[config.mk]
export PLATFORM = sky130hd
export DESIGN_NAME = kinematics_arbiter
export DESIGN_NICKNAME = d
export VERILOG_FILES = /design/src/rtl/kinematics_arbiter_pkg.sv /design/src/rtl/kinematics_arbiter_rr_pick.sv /design/src/rtl/kinematics_arbiter.sv
export SDC_FILE = /design/constraint.sdc
export NUM_CORES = 1
export LEC_CHECK = 0
export ABC_AREA = 0
export ABC_CLOCK_PERIOD_IN_PS = 3400
export CORE_MARGIN = 2
export CORE_UTILIZATION = 25
export DETAILED_ROUTE_END_ITERATION = 16
export GPL_TIMING_DRIVEN = 0
export PLACE_DENSITY = 0.63
export SETUP_SLACK_MARGIN = 0.05
export SLEW_MARGIN = 40
export SYNTH_ARGS = -nofsm -noshare
export SYNTH_HDL_FRONTEND = slang
export SYNTH_SLANG_ARGS = --single-unit
[constraint.sdc]
create_clock -name clk -period 3.4 [get_ports clk]
set_clock_uncertainty 0.1 [all_clocks]
set_input_delay 0.68 -clock clk [delete_from_list [all_inputs] [get_ports clk]]
set_output_delay 0.68 -clock clk [all_outputs]
set_load 0.05 [all_outputs]
[src/rtl/kinematics_arbiter_pkg.sv]
// ============================================================================
// kinematics_arbiter_pkg : shared types and widths for the kinematics arbiter
// Revision: 1.0
// ============================================================================
`default_nettype none

package kinematics_arbiter_pkg;

    localparam int THETA_W          = 13;
    localparam int COORD_W          = 14;
    localparam int ENG_RESET_CYCLES = 2;

    typedef enum logic [2:0] {
        ST_IDLE    = 3'd0,
        ST_ISSUE   = 3'd1,
        ST_BUSY    = 3'd2,
        ST_DELIVER = 3'd3,
        ST_DRAIN   = 3'd4,
        ST_FLUSH   = 3'd5
    } kin_arb_state_t;

endpackage

`default_nettype wire

[src/rtl/kinematics_arbiter_rr_pick.sv]
// ============================================================================
// rr_pick : combinational round-robin picker, first set request after last_id
// Revision: 1.0
// ============================================================================
`default_nettype none

module rr_pick #(
    parameter int N_REQ = 3,
    parameter int IDW   = 2
) (
    input  logic [N_REQ-1:0] req,
    input  logic [IDW-1:0]   last_id,
    output logic [IDW-1:0]   id,
    output logic             found
);

    int idx;

    // Scan starts one past the previous winner and wraps, so the last winner
    // has the lowest priority.
    always_comb begin
        found = 1'b0;
        id    = '0;
        idx   = 0;
        for (int k = 1; k <= N_REQ; k++) begin
            idx = (int'(last_id) + k) % N_REQ;
            if (!found && req[idx]) begin
                found = 1'b1;
                id    = IDW'(idx);
            end
        end
    end

endmodule

`default_nettype wire

[src/rtl/kinematics_arbiter.sv]
// ============================================================================
// kinematics_arbiter : round-robin sharing of one forward-kinematics engine.
// Optional engine watchdog and FLUSH recovery: define KIN_ARB_TIMEOUT_EN.
// Revision: 1.0
// ============================================================================
`default_nettype none

module kinematics_arbiter
    import kinematics_arbiter_pkg::*;
#(
    parameter int N_REQ       = 3,
    parameter int ENABLE_HOLD = 2,
    parameter int TIMEOUT     = 200
) (
    input  logic                         clk,
    input  logic                         reset_n,
    input  logic [N_REQ-1:0]             req,
    input  logic [N_REQ*THETA_W-1:0]     theta1_in,
    input  logic [N_REQ*THETA_W-1:0]     theta2_in,
    output logic [N_REQ-1:0]             gnt,
    output logic [N_REQ-1:0]             rsp_valid,
    output logic [COORD_W-1:0]           rsp_x,
    output logic [COORD_W-1:0]           rsp_y,
    output logic                         rsp_err,
    output logic                         busy,
    output logic signed [THETA_W-1:0]    eng_theta1,
    output logic signed [THETA_W-1:0]    eng_theta2,
    output logic                         eng_enable,
    output logic                         eng_reset,
    input  logic [COORD_W-1:0]           eng_x,
    input  logic [COORD_W-1:0]           eng_y,
    input  logic                         eng_data_ready
);

    localparam int IDW    = $clog2(N_REQ);
    localparam int HOLD_W = $clog2(ENABLE_HOLD + 1);
    localparam int ERST_W = $clog2(ENG_RESET_CYCLES + 1);

    kin_arb_state_t              state_q, state_d;
    logic [IDW-1:0]              id_q, id_d;
    logic [IDW-1:0]              last_id_q, last_id_d;
    logic [N_REQ-1:0]            gnt_q, gnt_d;
    logic [N_REQ-1:0]            rsp_valid_q, rsp_valid_d;
    logic [COORD_W-1:0]          rsp_x_q, rsp_x_d;
    logic [COORD_W-1:0]          rsp_y_q, rsp_y_d;
    logic signed [THETA_W-1:0]   theta1_q, theta1_d;
    logic signed [THETA_W-1:0]   theta2_q, theta2_d;
    logic [HOLD_W-1:0]           hold_q, hold_d;
    logic [ERST_W-1:0]           erst_q, erst_d;

    logic [IDW-1:0]              pick_id;
    logic                        pick_found;

`ifdef KIN_ARB_TIMEOUT_EN
    localparam int TMO_W = ($clog2(TIMEOUT + 1) > 8) ? $clog2(TIMEOUT + 1) : 8;
    logic [TMO_W-1:0]            tmo_q, tmo_d;
    logic                        rsp_err_q, rsp_err_d;
`endif

    rr_pick #(
        .N_REQ   (N_REQ),
        .IDW     (IDW)
    ) u_rr_pick (
        .req     (req),
        .last_id (last_id_q),
        .id      (pick_id),
        .found   (pick_found)
    );

    always_comb begin
        state_d     = state_q;
        id_d        = id_q;
        last_id_d   = last_id_q;
        gnt_d       = '0;
        rsp_valid_d = '0;
        rsp_x_d     = rsp_x_q;
        rsp_y_d     = rsp_y_q;
        theta1_d    = theta1_q;
        theta2_d    = theta2_q;
        hold_d      = hold_q;
        erst_d      = (erst_q != '0) ? erst_q - 1'b1 : erst_q;
`ifdef KIN_ARB_TIMEOUT_EN
        tmo_d       = tmo_q;
        rsp_err_d   = rsp_err_q;
`endif
        case (state_q)
            // No grant while the engine is still held in reset.
            ST_IDLE: begin
                if (pick_found && erst_q == '0) begin
                    gnt_d[pick_id] = 1'b1;
                    theta1_d       = theta1_in[THETA_W*int'(pick_id) +: THETA_W];
                    theta2_d       = theta2_in[THETA_W*int'(pick_id) +: THETA_W];
                    id_d           = pick_id;
                    hold_d         = '0;
                    state_d        = ST_ISSUE;
                end
            end
            ST_ISSUE: begin
                if (hold_q == HOLD_W'(ENABLE_HOLD - 1)) begin
                    state_d = ST_BUSY;
`ifdef KIN_ARB_TIMEOUT_EN
                    tmo_d   = '0;
`endif
                end else begin
                    hold_d = hold_q + 1'b1;
                end
            end
            ST_BUSY: begin
                if (eng_data_ready) begin
                    rsp_x_d           = eng_x;
                    rsp_y_d           = eng_y;
                    rsp_valid_d[id_q] = 1'b1;
                    state_d           = ST_DELIVER;
`ifdef KIN_ARB_TIMEOUT_EN
                    rsp_err_d         = 1'b0;
                end else if (tmo_q == TMO_W'(TIMEOUT - 1)) begin
                    erst_d  = ERST_W'(ENG_RESET_CYCLES);
                    state_d = ST_FLUSH;
                end else begin
                    tmo_d = tmo_q + 1'b1;
`endif
                end
            end
            ST_DELIVER: begin
                last_id_d = id_q;
                state_d   = ST_DRAIN;
            end
            // A stretched ready must not be mistaken for the next job's result.
            ST_DRAIN: begin
                if (!eng_data_ready) begin
                    state_d = ST_IDLE;
                end
            end
`ifdef KIN_ARB_TIMEOUT_EN
            ST_FLUSH: begin
                if (erst_q == ERST_W'(1)) begin
                    rsp_valid_d[id_q] = 1'b1;
                    rsp_err_d         = 1'b1;
                    rsp_x_d           = '0;
                    rsp_y_d           = '0;
                    last_id_d         = id_q;
                    state_d           = ST_IDLE;
                end
            end
`endif
            default: begin
                state_d = ST_IDLE;
            end
        endcase
    end

    always_ff @(posedge clk or negedge reset_n) begin
        if (!reset_n) begin
            state_q     <= ST_IDLE;
            id_q        <= '0;
            last_id_q   <= IDW'(N_REQ - 1);
            gnt_q       <= '0;
            rsp_valid_q <= '0;
            rsp_x_q     <= '0;
            rsp_y_q     <= '0;
            theta1_q    <= '0;
            theta2_q    <= '0;
            hold_q      <= '0;
            erst_q      <= ERST_W'(ENG_RESET_CYCLES);
`ifdef KIN_ARB_TIMEOUT_EN
            tmo_q       <= '0;
            rsp_err_q   <= 1'b0;
`endif
        end else begin
            state_q     <= state_d;
            id_q        <= id_d;
            last_id_q   <= last_id_d;
            gnt_q       <= gnt_d;
            rsp_valid_q <= rsp_valid_d;
            rsp_x_q     <= rsp_x_d;
            rsp_y_q     <= rsp_y_d;
            theta1_q    <= theta1_d;
            theta2_q    <= theta2_d;
            hold_q      <= hold_d;
            erst_q      <= erst_d;
`ifdef KIN_ARB_TIMEOUT_EN
            tmo_q       <= tmo_d;
            rsp_err_q   <= rsp_err_d;
`endif
        end
    end

    assign gnt        = gnt_q;
    assign rsp_valid  = rsp_valid_q;
    assign rsp_x      = rsp_x_q;
    assign rsp_y      = rsp_y_q;
    assign busy       = (state_q != ST_IDLE);
    assign eng_theta1 = theta1_q;
    assign eng_theta2 = theta2_q;
    assign eng_enable = (state_q == ST_ISSUE);
    assign eng_reset  = (erst_q != '0);
`ifdef KIN_ARB_TIMEOUT_EN
    assign rsp_err    = rsp_err_q;
`else
    assign rsp_err    = 1'b0;
`endif

endmodule

`default_nettype wire

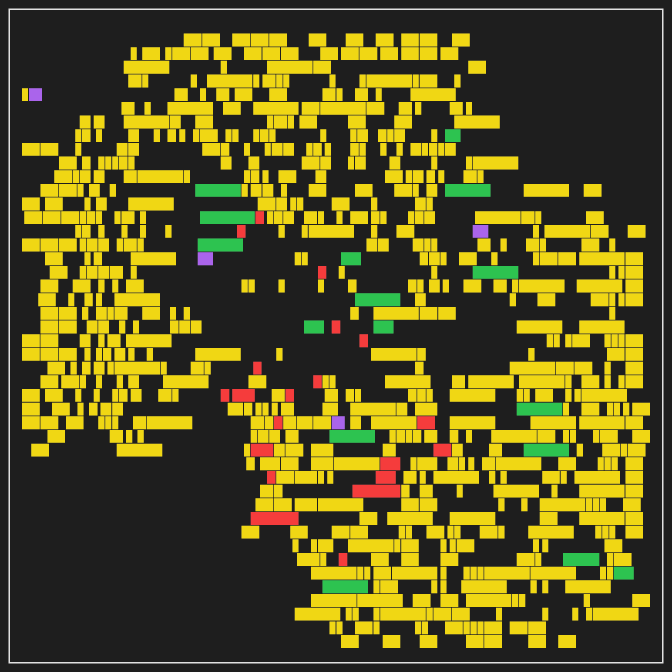
run_1/sizes.png
[yellow] _0 and _1 cells | cells: 655
[green] _6 and larger | cells: 16
[red] _2 cells | cells: 20
[purple] _3 and _4 cells | cells: 4
Finished Cell Area: 6280 sq um
synth-to-layout area growth: 59.0%

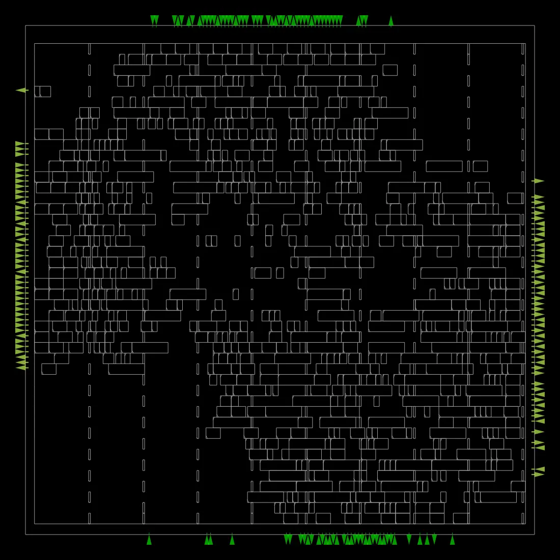
run_1/placement.png
row count: 45
Core Area: 15300 sq um

==> run notes, run 1 <==
impl run done, here's what came out: Setup WS pre-CTS 164 ps, max-slew violation count 0, met3 usage 3.12%, top comb family, area simple AND/OR/NAND/NOR gates, Top Layout Cells clkdlybuf4s50_1, nand2_1, dfrtp_1, Reg2Reg Depth 8, ClkCell Share 4.74%, pin count of the biggest net entering global routing 38, Post-synth EDFFs 0, Setup crit end eng_theta1[10], slowest library cell on the worst path dfstp_2, wl on met1 6090 microns, Max Used Layer met4, Comb area 1970 sq um, Critical R2R Capture eng_theta1[10], XOR-XNOR Cells, Area Fraction 0.222%, Peak VDD IR 0.440 mV, critical path endpoint category flip-flop, initial antenna violation count 0, buffer share of cell area 31.0%, top cells by count, synth nand2_1, dfrtp_1, nor2_1, o21ai_0, o31ai_1, Max Root-Sink Buffers 2, ys flop type dfrtp_1, Fmax achieved 330 MHz, Placement Cell Area 5980 sq um, placed cells 890, CP required 3540 ps, flop count 71, Nets 808, worst-margin pin slew 655 ps, Cell Area, Synth 3950 sq um, CTS tree built, Floorplan Nets 622, tap cells 211, Clock buffer cells 10, Compound Share, Synth 11.4%, status complete, no violations, M1 GR Usage 21.2%, CTS Hold Buffers Added 0, Fin Setup TNS 0 ps, Sequential Power Share 20.1%, non-filler cells, final 906, yosys adder share 1.90%, Max FO, Critical Path 10, Seq share, synth 45.0%, PwrDens 1150 nW/um^2, RR Startpoint last_id_q[1], cells in synth_stat.txt 504, share of layout cells above drive strength 1 5.76%, Simple-Gate Fraction of Synth Area 34.4%, Iter 0 DRT Violations 230, Log Warnings 29, Signal buffers 214, H-tree depth 3, first-pass GRT wire length 20700 microns, hold slack 127 ps, Flop area 1780 sq um, IO Count 176, final hold vios 0, biggest cell delay along the critical path 560 ps, largest delay contributor family on the critical path AND-OR/OR-AND gates, P_int 3.48 mW, DR pass1 iterations 4, vias in the first global route 4046, sw power 3.74 mW, Final Critical Period 3030 ps, CTS Root Cell clkbuf_16, clk sinks 71, Area leader share 43.7%, max_cap viols 0, LEAKAGE 2.83 nW, CP Buf/Inv Count 2, arrival time worst endpoint 3170 ps, gr busiest metal met2
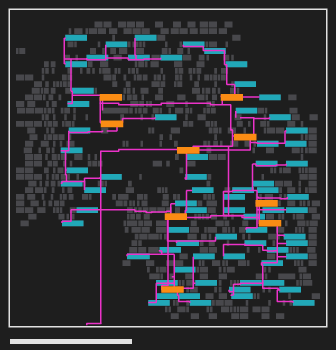
run_1/clk_routes.png
The bar under the picture is 50 microns long.
[magenta] clock wires | length: 1080 microns
[orange] clock drivers | count: 9
[cyan] flip-flops | count: 71
flops lie: all over the die
routed clock nets: 10
Clock power frac: 13.2%
clk_lat worst skew: 340 ps
clk pwr: 951 uW

run_1/metal_density.png
26 x 26 tiles, from dark blue (low) to red (high), scaled to the fullest tile. Values are wire area over tile area, all layers added.
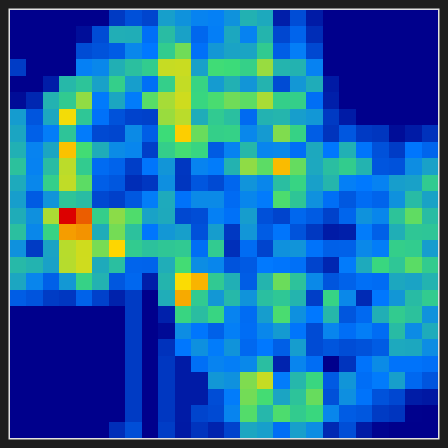

==> inputs of run 2 (changes only) <==
--- a/config.mk
+++ b/config.mk
@@ -6,14 +6,13 @@
 export NUM_CORES = 1
 export LEC_CHECK = 0
 export ABC_AREA = 0
-export ABC_CLOCK_PERIOD_IN_PS = 3400
+export ABC_CLOCK_PERIOD_IN_PS = 2700
 export CORE_MARGIN = 2
 export CORE_UTILIZATION = 25
 export DETAILED_ROUTE_END_ITERATION = 16
 export GPL_TIMING_DRIVEN = 0
-export PLACE_DENSITY = 0.63
+export PLACE_DENSITY = 0.64
 export SETUP_SLACK_MARGIN = 0.05
-export SLEW_MARGIN = 40
 export SYNTH_ARGS = -nofsm -noshare
 export SYNTH_HDL_FRONTEND = slang
 export SYNTH_SLANG_ARGS = --single-unit
==> constraint.sdc (replaced) <==
create_clock -name clk -period 2.7 [get_ports clk]
set_clock_uncertainty 0.1 [all_clocks]
set_input_delay 0.54 -clock clk [delete_from_list [all_inputs] [get_ports clk]]
set_output_delay 0.54 -clock clk [all_outputs]
set_load 0.05 [all_outputs]
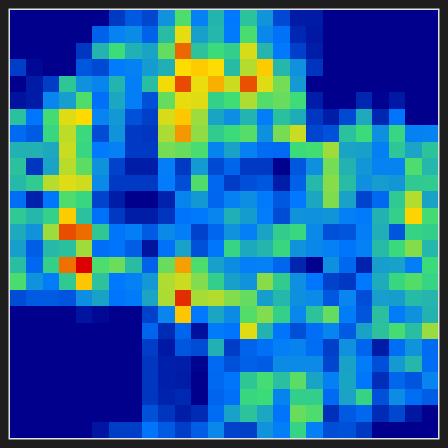
run_2/metal_density.png
26 x 26 tiles, from dark blue (low) to red (high), scaled to the fullest tile. Values are wire area over tile area, all layers added.
fullest tile: 0.47
densest ninth of the die: north
nearly empty tiles: 20%
tiles over half the peak: 14%
mean over tiles: 0.13
vias post-DR: 4139
Total Wirelength: 13300 microns

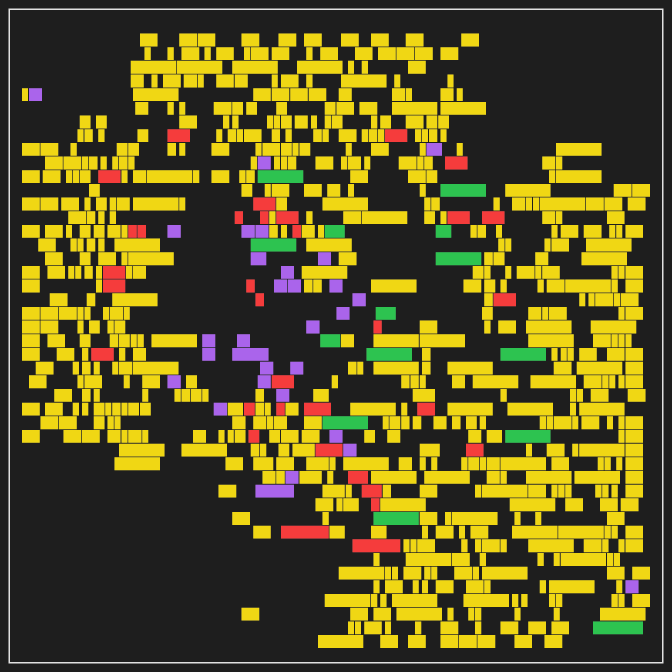
run_2/sizes.png
[yellow] _0 and _1 cells | cells: 624
[red] _2 cells | cells: 33
[purple] _3 and _4 cells | cells: 30
[green] _6 and larger | cells: 14
synth-to-layout area growth: 64.0%
Finished Cell Area: 6480 sq um
setup ws final: 163 ps

==> run notes, run 2 <==
impl run done, here's what came out: cells in synth_stat.txt 504 (unchanged), arrival time worst endpoint 2670 ps (-500 ps), Nets 814 (+0.74%), ys flop type dfrtp_1, clk pwr 1.11 mW (+20%), wl on met1 6110 microns (+0.36%), placed cells 890 (unchanged), Final Critical Period 2540 ps (-496 ps), Max Used Layer met4, max_cap viols 0 (unchanged), IO Count 176 (unchanged), clk sinks 71 (unchanged), Flop area 1780 sq um (unchanged), Log Warnings 30 (+3.4%), Comb area 2080 sq um (+5.6%), RR Startpoint last_id_q[1], XOR-XNOR Cells, Area Fraction 0.222% (unchanged), row count 45 (unchanged), Cell Area, Synth 3950 sq um (unchanged), vias in the first global route 4098 (+1.3%), max-slew violation count 0 (unchanged), share of layout cells above drive strength 1 11.0% (+5.2 points), Compound Share, Synth 11.4% (unchanged), non-filler cells, final 912 (+0.66%), Area leader share 43.7% (unchanged), worst-margin pin slew 645 ps (-9.83 ps), Fin Setup TNS 0 ps (unchanged), Max Root-Sink Buffers 2 (unchanged), sw power 4.85 mW (+30%), largest delay contributor family on the critical path simple AND/OR/NAND/NOR gates, Simple-Gate Fraction of Synth Area 34.4% (unchanged), Fmax achieved 394 MHz (+20%), final hold vios 0 (unchanged), buffer share of cell area 31.8% (+0.74 points), Post-synth EDFFs 0 (unchanged), initial antenna violation count 0 (unchanged), top cells by count, synth nand2_1, dfrtp_1, nor2_1, o21ai_0, o31ai_1, Floorplan Nets 622 (unchanged), H-tree depth 3 (unchanged), status complete, no violations, Setup crit end gnt[0]
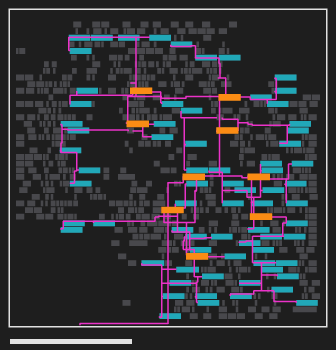
run_2/clk_routes.png
The bar under the picture is 50 microns long.
[orange] clock drivers | count: 9
[cyan] flip-flops | count: 71
[magenta] clock wires | length: 1050 microns
routed clock nets: 10
Clock power frac: 11.7%
clk_lat worst skew: 330 ps

==> inputs of run 3 (changes only) <==
--- a/config.mk
+++ b/config.mk
@@ -7,6 +7,7 @@
 export LEC_CHECK = 0
 export ABC_AREA = 0
 export ABC_CLOCK_PERIOD_IN_PS = 2700
+export CAP_MARGIN = 10
 export CORE_MARGIN = 2
 export CORE_UTILIZATION = 25
 export DETAILED_ROUTE_END_ITERATION = 16
==> run notes, run 3 <==
impl run done, here's what came out: setup ws final 163 ps (unchanged), Max Used Layer met4, Flop area 1780 sq um (unchanged), Yosys reg bits 71, Floorplan Nets 622 (unchanged), I/O Buffers 174, # DRC 0, placed cells 890 (unchanged), arrival time worst endpoint 2670 ps (about the same), Clock power frac 11.7% (about the same), clk sinks 71 (unchanged), top comb family, area simple AND/OR/NAND/NOR gates, largest delay contributor family on the critical path simple AND/OR/NAND/NOR gates, Comb area 2080 sq um (unchanged), max-slew violation count 0 (unchanged), initial antenna violation count 0 (unchanged), vias post-DR 4139 (unchanged), XOR-XNOR Cells, Area Fraction 0.222% (unchanged), die width 130 microns, Cell Area, Synth 3950 sq um (unchanged), final hold vios 0 (unchanged), Nets 814 (unchanged), buffer share of cell area 31.8% (unchanged), Mapped Cells 504, Fmax achieved 394 MHz (unchanged), biggest cell delay along the critical path 560 ps, Post-synth EDFFs 0 (unchanged), Critical Path Stages 9, hold slack 372 ps, top cells by count, synth nand2_1, dfrtp_1, nor2_1, o21ai_0, o31ai_1, wl on met1 6110 microns (unchanged), share of layout cells above drive strength 1 11.0% (unchanged), Comb/total area 32.0%, Log Warnings 30 (unchanged), H-tree depth 3 (unchanged), Fin Setup TNS 0 ps (unchanged), worst-margin pin slew 645 ps (unchanged), CTS Root Cell clkbuf_16, Simple-Gate Fraction of Synth Area 34.4% (unchanged), Compound Share, Synth 11.4% (unchanged), row count 45 (unchanged), P_int 4.61 mW, sequential power 1.81 mW, Async S/R FF share, synth 100%, Final Critical Period 2540 ps (unchanged), Finished Cell Area 6480 sq um (unchanged), clk_lat worst skew 330 ps (about the same), worst path cell trace inv_1, ha_2, nand2b_1, a21o_1, nor4b_2, or3_1, buf_2, clkbuf_4, nor3b_1, vias in the first global route 4098 (unchanged), synth-to-layout area growth 64.0% (unchanged), CTS Hold Buffers Added 1, RR Startpoint last_id_q[1], WHS Path Cells 2, cells in synth_stat.txt 504 (unchanged), worst hold path class flip-flop to flip-flop, Total Power 9.46 mW, end of the worst hold path rsp_x[0], sw power 4.85 mW (unchanged), non-filler cells, final 912 (unchanged), ys flop type dfrtp_1, Setup crit end gnt[0], status complete, no violations, flop count 71, final core occ 42.3%, gr busiest metal met2, Setup WS pre-CTS -509 ps, IO Count 176 (unchanged), Max Root-Sink Buffers 2 (unchanged), Area leader share 43.7% (unchanged), Total Wirelength 13300 microns (unchanged), max_cap viols 0 (unchanged), YS chip area 3950 sq um, fp util 25.8%, critical path endpoint category flip-flop
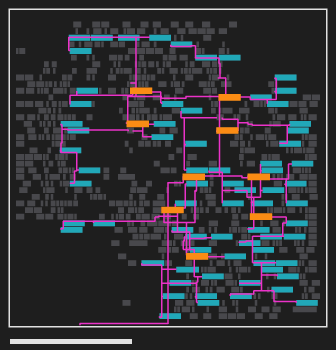
run_3/clk_routes.png
The bar under the picture is 50 microns long.
[cyan] flip-flops | count: 71
[orange] clock drivers | count: 9
[magenta] clock wires | length: 1050 microns
flops lie: all over the die
routed clock nets: 10
clk pwr: 1.11 mW

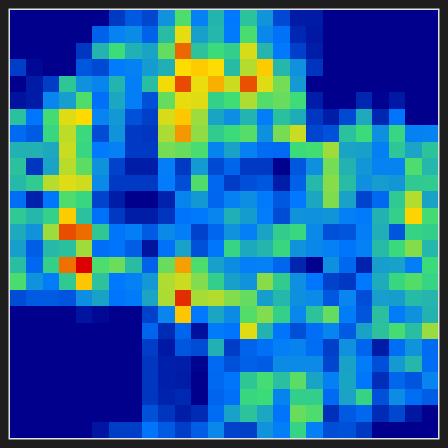
run_3/metal_density.png
26 x 26 tiles, from dark blue (low) to red (high), scaled to the fullest tile. Values are wire area over tile area, all layers added.
fullest tile: 0.47
mean over tiles: 0.13
emptiest ninth of the die: south-west
nearly empty tiles: 20%
tiles over half the peak: 14%
routed len/inst: 14.6 microns
GRT Overall Usage: 15.9%

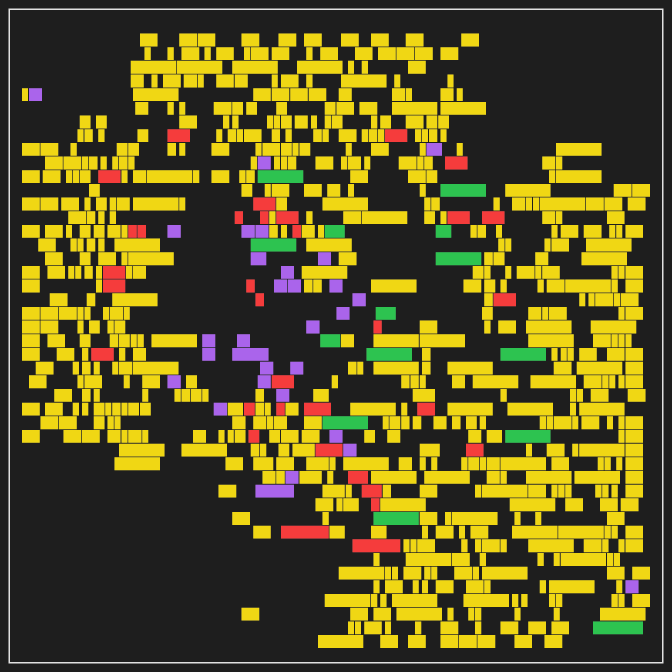
run_3/sizes.png
[yellow] _0 and _1 cells | cells: 624
[purple] _3 and _4 cells | cells: 30
[red] _2 cells | cells: 33
[green] _6 and larger | cells: 14
Signal buffers: 220

Power is estimated from default activity; no workload was simulated.
